==> src/rtl/reg_arb_pkg.sv <==
// Shared constants for the round-robin register arbiter.
// Contents: FSM state encodings and the requester-ID width helper.
// Imported by reg_arbiter and reg_arb_rr_pick.
package reg_arb_pkg;

    localparam logic [1:0] ST_IDLE   = 2'd0;
    localparam logic [1:0] ST_GRANT  = 2'd1;
    localparam logic [1:0] ST_LOCKED = 2'd2;

    // Width of a requester ID. It is never allowed below 1 bit, so a
    // degenerate single-requester build still has a legal vector.
    function automatic int reg_arb_idw(input int n);
        return (n > 1) ? $clog2(n) : 1;
    endfunction

endpackage

==> src/rtl/reg_arb_rr_pick.sv <==
// Combinational round-robin picker: the first set req bit at or after ptr, wrapping to 0.
// Latency: zero cycles (purely combinational).
// Backpressure: none; any=0 means no requester is asking.
// Ports: req (request vector), ptr (search start), any (some req set), winner (ID).
module reg_arb_rr_pick import reg_arb_pkg::*; #(
    parameter  int NREQ = 4,
    localparam int IDW  = reg_arb_idw(NREQ)
) (
    input  logic [NREQ-1:0] req,
    input  logic [IDW-1:0]  ptr,
    output logic            any,
    output logic [IDW-1:0]  winner
);

    int idx;

    // ptr always holds a value below NREQ, so one subtraction is enough
    // to wrap the index, even when NREQ is not a power of two.
    always_comb begin
        any    = 1'b0;
        winner = '0;
        idx    = 0;
        for (int k = 0; k < NREQ; k++) begin
            idx = int'(ptr) + k;
            if (idx >= NREQ) begin
                idx = idx - NREQ;
            end
            if (!any && req[idx]) begin
                any    = 1'b1;
                winner = IDW'(idx);
            end
        end
    end

endmodule

==> src/rtl/reg_arbiter.sv <==
// Round-robin arbiter that shares one WIDTH-bit storage register between NREQ writers.
// Latency: req in cycle N -> registered gnt in N+1 -> data_out in N+2; one write every 2 cycles.
// Backpressure: a requester holds req and its data until it sees gnt; if req drops during gnt, the write is cancelled.
// Ports: req/req_data (per-requester write), clr (clear while idle), gnt (one-hot),
//        data_out/owner/valid (stored value, last writer, written-since-clear).
// Option: define REG_ARB_LOCK_EN to add the lock port and the LOCKED ownership-hold state.
module reg_arbiter import reg_arb_pkg::*; #(
    parameter  int WIDTH = 8,
    parameter  int NREQ  = 4,
    localparam int IDW   = reg_arb_idw(NREQ)
) (
    input  logic                  clk,
    input  logic                  rst_n,
    input  logic [NREQ-1:0]       req,
    input  logic [NREQ*WIDTH-1:0] req_data,
    input  logic                  clr,
`ifdef REG_ARB_LOCK_EN
    input  logic [NREQ-1:0]       lock,
`endif
    output logic [NREQ-1:0]       gnt,
    output logic [WIDTH-1:0]      data_out,
    output logic [IDW-1:0]        owner,
    output logic                  valid
);

    logic [1:0]       state;
    logic [IDW-1:0]   ptr;
    logic [IDW-1:0]   win_q;      // requester granted this round
    logic             rr_any;
    logic [IDW-1:0]   rr_win;
    logic [WIDTH-1:0] win_dat;

    function automatic logic [IDW-1:0] next_id(input logic [IDW-1:0] id);
        return (id == IDW'(NREQ - 1)) ? '0 : id + 1'b1;
    endfunction

    reg_arb_rr_pick #(.NREQ(NREQ)) u_pick (
        .req    (req),
        .ptr    (ptr),
        .any    (rr_any),
        .winner (rr_win)
    );

    assign win_dat = req_data[win_q*WIDTH +: WIDTH];

    always_ff @(posedge clk or negedge rst_n) begin
        if (!rst_n) begin
            state    <= ST_IDLE;
            gnt      <= '0;
            data_out <= '0;
            owner    <= '0;
            valid    <= 1'b0;
            ptr      <= '0;
            win_q    <= '0;
        end else begin
            case (state)
                ST_IDLE: begin
                    gnt <= '0;
                    // A clear has priority over any request in the same cycle.
                    if (clr) begin
                        data_out <= '0;
                        valid    <= 1'b0;
                    end else if (rr_any) begin
                        gnt   <= NREQ'(1) << rr_win;
                        win_q <= rr_win;
                        state <= ST_GRANT;
                    end
                end

                ST_GRANT: begin
                    gnt   <= '0;
                    state <= ST_IDLE;
                    // The write commits only if the winner still asserts req
                    // while it can see gnt. Otherwise the round is dropped and
                    // the pointer stays, so the same requester is first again.
                    if (req[win_q]) begin
                        data_out <= win_dat;
                        owner    <= win_q;
                        valid    <= 1'b1;
`ifdef REG_ARB_LOCK_EN
                        if (lock[win_q]) begin
                            state <= ST_LOCKED;
                        end else begin
                            ptr <= next_id(win_q);
                        end
`else
                        ptr <= next_id(win_q);
`endif
                    end
                end

`ifdef REG_ARB_LOCK_EN
                ST_LOCKED: begin
                    gnt <= '0;
                    // If the lock is released in the same cycle as a request,
                    // the release wins. The owner then competes normally,
                    // starting just after itself.
                    if (!lock[owner]) begin
                        ptr   <= next_id(owner);
                        state <= ST_IDLE;
                    end else if (req[owner]) begin
                        gnt   <= NREQ'(1) << owner;
                        win_q <= owner;
                        state <= ST_GRANT;
                    end
                end
`endif

                default: begin
                    gnt   <= '0;
                    state <= ST_IDLE;
                end
            endcase
        end
    end

endmodule

==> config.mk <==
export PLATFORM = sky130hd
export DESIGN_NAME = reg_arbiter
export DESIGN_NICKNAME = d
export VERILOG_FILES = /design/src/rtl/reg_arb_pkg.sv /design/src/rtl/reg_arb_rr_pick.sv /design/src/rtl/reg_arbiter.sv
export SDC_FILE = /design/constraint.sdc
export NUM_CORES = 1
export LEC_CHECK = 0
export CORE_MARGIN = 5
export CORE_UTILIZATION = 38
export DETAILED_ROUTE_END_ITERATION = 8
export PLACE_DENSITY = 0.76
export SETUP_SLACK_MARGIN = 0.05
export SYNTH_ARGS = -nofsm -noshare
export SYNTH_HDL_FRONTEND = slang
export SYNTH_SLANG_ARGS = --single-unit
export TNS_END_PERCENT = 5
==> constraint.sdc <==
create_clock -name clk -period 1.49 [get_ports clk]
set_input_delay 0.298 -clock clk [delete_from_list [all_inputs] [get_ports clk]]
set_output_delay 0.298 -clock clk [all_outputs]
set_load 0.01 [all_outputs]
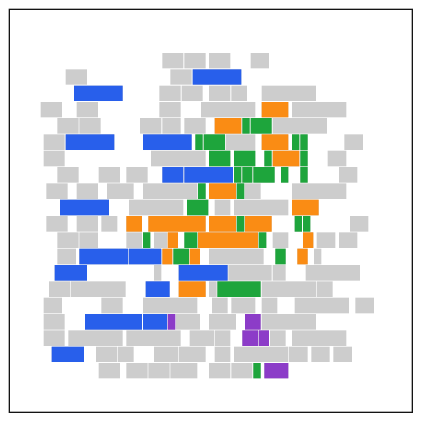
Fig. 1. Selected gate families.
(6 px per um)
NAND gates: in green, cells 28, most used nand2_1, where center. NOR gates: in purple, cells 5, most used nor3b_1, where south. inverting AOI/OAI gates: in orange, cells 17, most used o211ai_2, where center. multiplexers: in blue, cells 15, most used mux4_2.

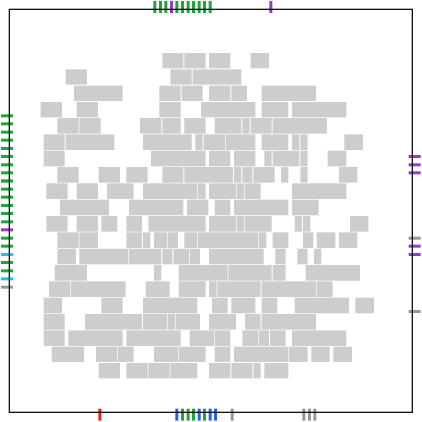
Fig. 2. Pin placement.
(6 px per um) Pins as bars across the die edge, other pins in gray.
req_data: in green, pins 32, direction input, edge 18 west, 10 north, 4 south. owner: in cyan, pins 2, direction output, edge west. data_out: in purple, pins 8, direction output, edge 5 east, 2 north, 1 west. rst_n: in red, pins 1, direction input, edge south. req: in blue, pins 4, direction input, edge south.

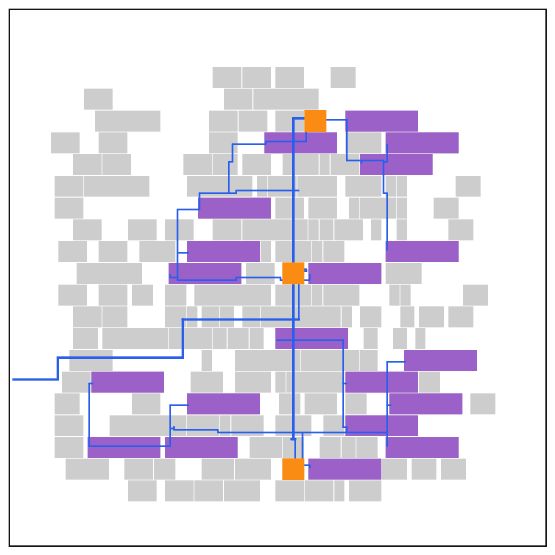
Fig. 3. Routed clock nets over the placement.
(8 px per um)
cells driving clock nets: in orange, count 3. flip-flops: in purple, count 20. clock wires: in blue, length 286 um.
There are 4 routed clock nets.

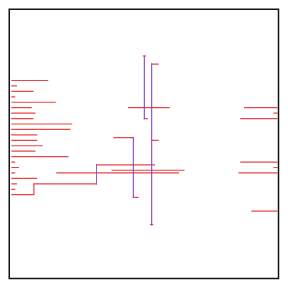
Fig. 4. Signal wires by layer.
(4 px per um) Only two layers are drawn.
met3: in red, wire length 273 um. met4: in purple, wire length 75.5 um.

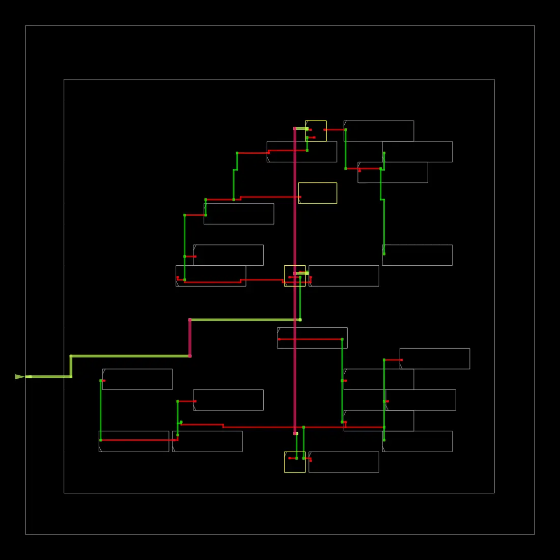
Fig. 5. Clock wiring as the flow saved it.
Worst Skew: 0.002803 ns
Worst-Skew Late Latency: 0.31 ns
clk_buf instances: 4
clock sinks: 20

==> impl_metrics.ini <==
; flow metrics
[run_status]
status = finished with violations
violations = setup timing

[die]
core.rowCount = 20
die_h_um = 66.92
die_x_um = 66.92
coreArea_um2 = 3078
pin_count = 54

[cts]
clock-root-buffer = clkbuf_4
cts_tree = built
cts.path.max_buffers = 2
cts_hold_buf = 0
cts.clk_slew.worst_paths_ns = 0.12
h-tree-depth = 1

[cells_and_area]
antenna_cells = 0
layout-drive-gt1-share_pct = 31.90
fin_cells = 207
layout_top_cell = clkdlybuf4s50_1
final_cell_mix = 35 x clkdlybuf4s50_1, 20 x dfrtp_1, 17 x nand2_1, 15 x dlygate4sd2_1, 10 x buf_4
final_area_um2 = 1973
final_nets = 204

[logic_synthesis]
syn_inst = 97
yosysChipArea_um2 = 1231
synth_area_per_cell_um2 = 12.69
ff_type = dfrtp_1
synth_flop_count = 20
yosysCellCount = 97
yosysWarnings = 0
synth_seq_share_pct = 40.65
synthArstFlopShare_pct = 100.0

[worst_setup_path]
critPathArrivalTime_ns = 1.75
end_kind = flop
crit_path_max_fanout = 4
worst-path-buf-inv = 0
critical_path_class = reg2reg
crit_chain = mux4_2, nand2_8, mux2_4
crit_path_start_kind = flop
cp.required_ns = 1.70
critPathTopFamily = multiplexers

[routing]
final_antenna_net_count = 0
drc = 0
first_pass_iters = 4
vias = 1090
wirelength_um = 3418
drt_iter0_drc = 36

[global_routing]
grt_pass1_vias = 1202
grt_pass1_wl_um = 5575
grtUsageTotal_pct = 16.81
grt_max_degree = 21
antenna_found_initial = 0

[timing]
fmax_ghz = 0.6510
rsz0062_at_grt = true
tightest_slew_ns = 0.3728
finalSetupTns_ns = -0.1976
min_period_ns = 1.536
worst_slack_ns = -0.04613
post-route-period-util_pct = 103.1
slew_violations = 0
setup-violations-final = 6
hold_viol = 0

[power_and_ir_drop]
p_per_area_nw_per_um2 = 1414

[placed_design]
dp_hpwl_um = 2611

[flow_run]
cap_violations = 0
warning_count = 29

[min_path]
hp-class = in2async
[state kept, by name, indices dropped and copies added, names as in the netlist]
name	flops
win_q	2
state	1
data_out	8
valid	1
gnt	4
owner	2
ptr	2
[cells by family (layout without fill, tap and decap cells)]
kind of cell / after synthesis / in the layout / share of synthesized area, %
adders and majority gates: 1 / 1 / 1.016
AOI/OAI and AO/OA: 17 / 17 / 14.33
DFF: 20 / 20 / 40.65
muxes: 15 / 15 / 23.07
buffers and inverters: 9 / 75 / 5.080
and+or+nand+nor: 35 / 35 / 15.85
[power breakdown]
part	total [mW]	switching [mW]	internal, mW
Combinational	1.58	0.725	0.852
Sequential	0.883	0.156	0.727
Clock	0.329	0.180	0.150
Total	2.79	1.06	1.73
[metal layers]
layer / global-route usage [%] / wire (um) / up-vias
li1: - / - / 497
met1: 20.19 / 1331 / 541
met2: 28.34 / 1737 / 43
met3: 4.216 / 273 / 9
met4: 7.089 / 75 / 0
met5: 0 / 0 / -
[stage by stage]
step	hold WS [ns]	worst slack, ns	util, %	total power [mW]
floorplan	0.002409	-0.06336	-	1.876
global placement	0.4985	-0.3406	60.77	2.375
detailed placement	0.4974	-0.3732	60.77	2.429
CTS	0.3176	-0.06865	62.07	2.690
global route	0.3316	-0.08896	64.11	2.970
finish	0.3062	-0.04613	64.11	2.790
[repair_timing]
item | 4_1_cts | 5_1_grt
pin swaps | 2 | 2
setup endpoints to repair | 31 | 19
gates resized | 17 | 15
buffers inserted | 1 | 0
[Yosys cell counts, drive strengths merged, types with 2 or more instances]
library cell   n  area share, %
nor3b          2            1.2
o211ai         8            8.1
o21ai          4            1.6
and3           2            1.0
nor2           2            1.2
nand3          8            4.1
mux2           5            5.5
dfrtp         20             41
buf            5            3.9
mux4           9             17
nand2         18            6.8
inv            3           0.91
[path summary, 6_finish.rpt]
| check | cells past startpoint | slack [ns] | from | to |
|---|---|---|---|---|
| max in group asynchronous | 2 | 0.97 | rst_n | gnt[1]$_DFF_PN0_ |
| worst max-delay path | 3 | -0.05 | win_q[0]$_DFFE_PN0P_ | ptr[1]$_DFFE_PN0P_ |
| worst min-delay path | 2 | 0.31 | rst_n | owner[0]$_DFFE_PN0P_ |
| min in group clk | 4 | 0.50 | req[0] | gnt[2]$_DFF_PN0_ |
| worst max register to register | 3 | -0.05 | win_q[0]$_DFFE_PN0P_ | ptr[1]$_DFFE_PN0P_ |
| worst min register to register | 1 | 0.53 | owner[1]$_DFFE_PN0P_ | owner[1]$_DFFE_PN0P_ |
[worst reg2reg max path: stages (launching register included)]
cell	delay (ns)
dfrtp_1	0.41
mux4_2	0.61
nand2_8	0.12
mux2_4	0.30
[layout make-up]
type                    instances  area (um^2)
repair buffers                 68        659.4
clock buffers                   4        36.28
inverters                       3        11.26
multi-input cells              68        710.7
well taps                      44        55.05
flip-flops and latches         20        500.5
fillers                       258         1105
Power figures rest on the tool's default switching activity, not on a simulated workload.
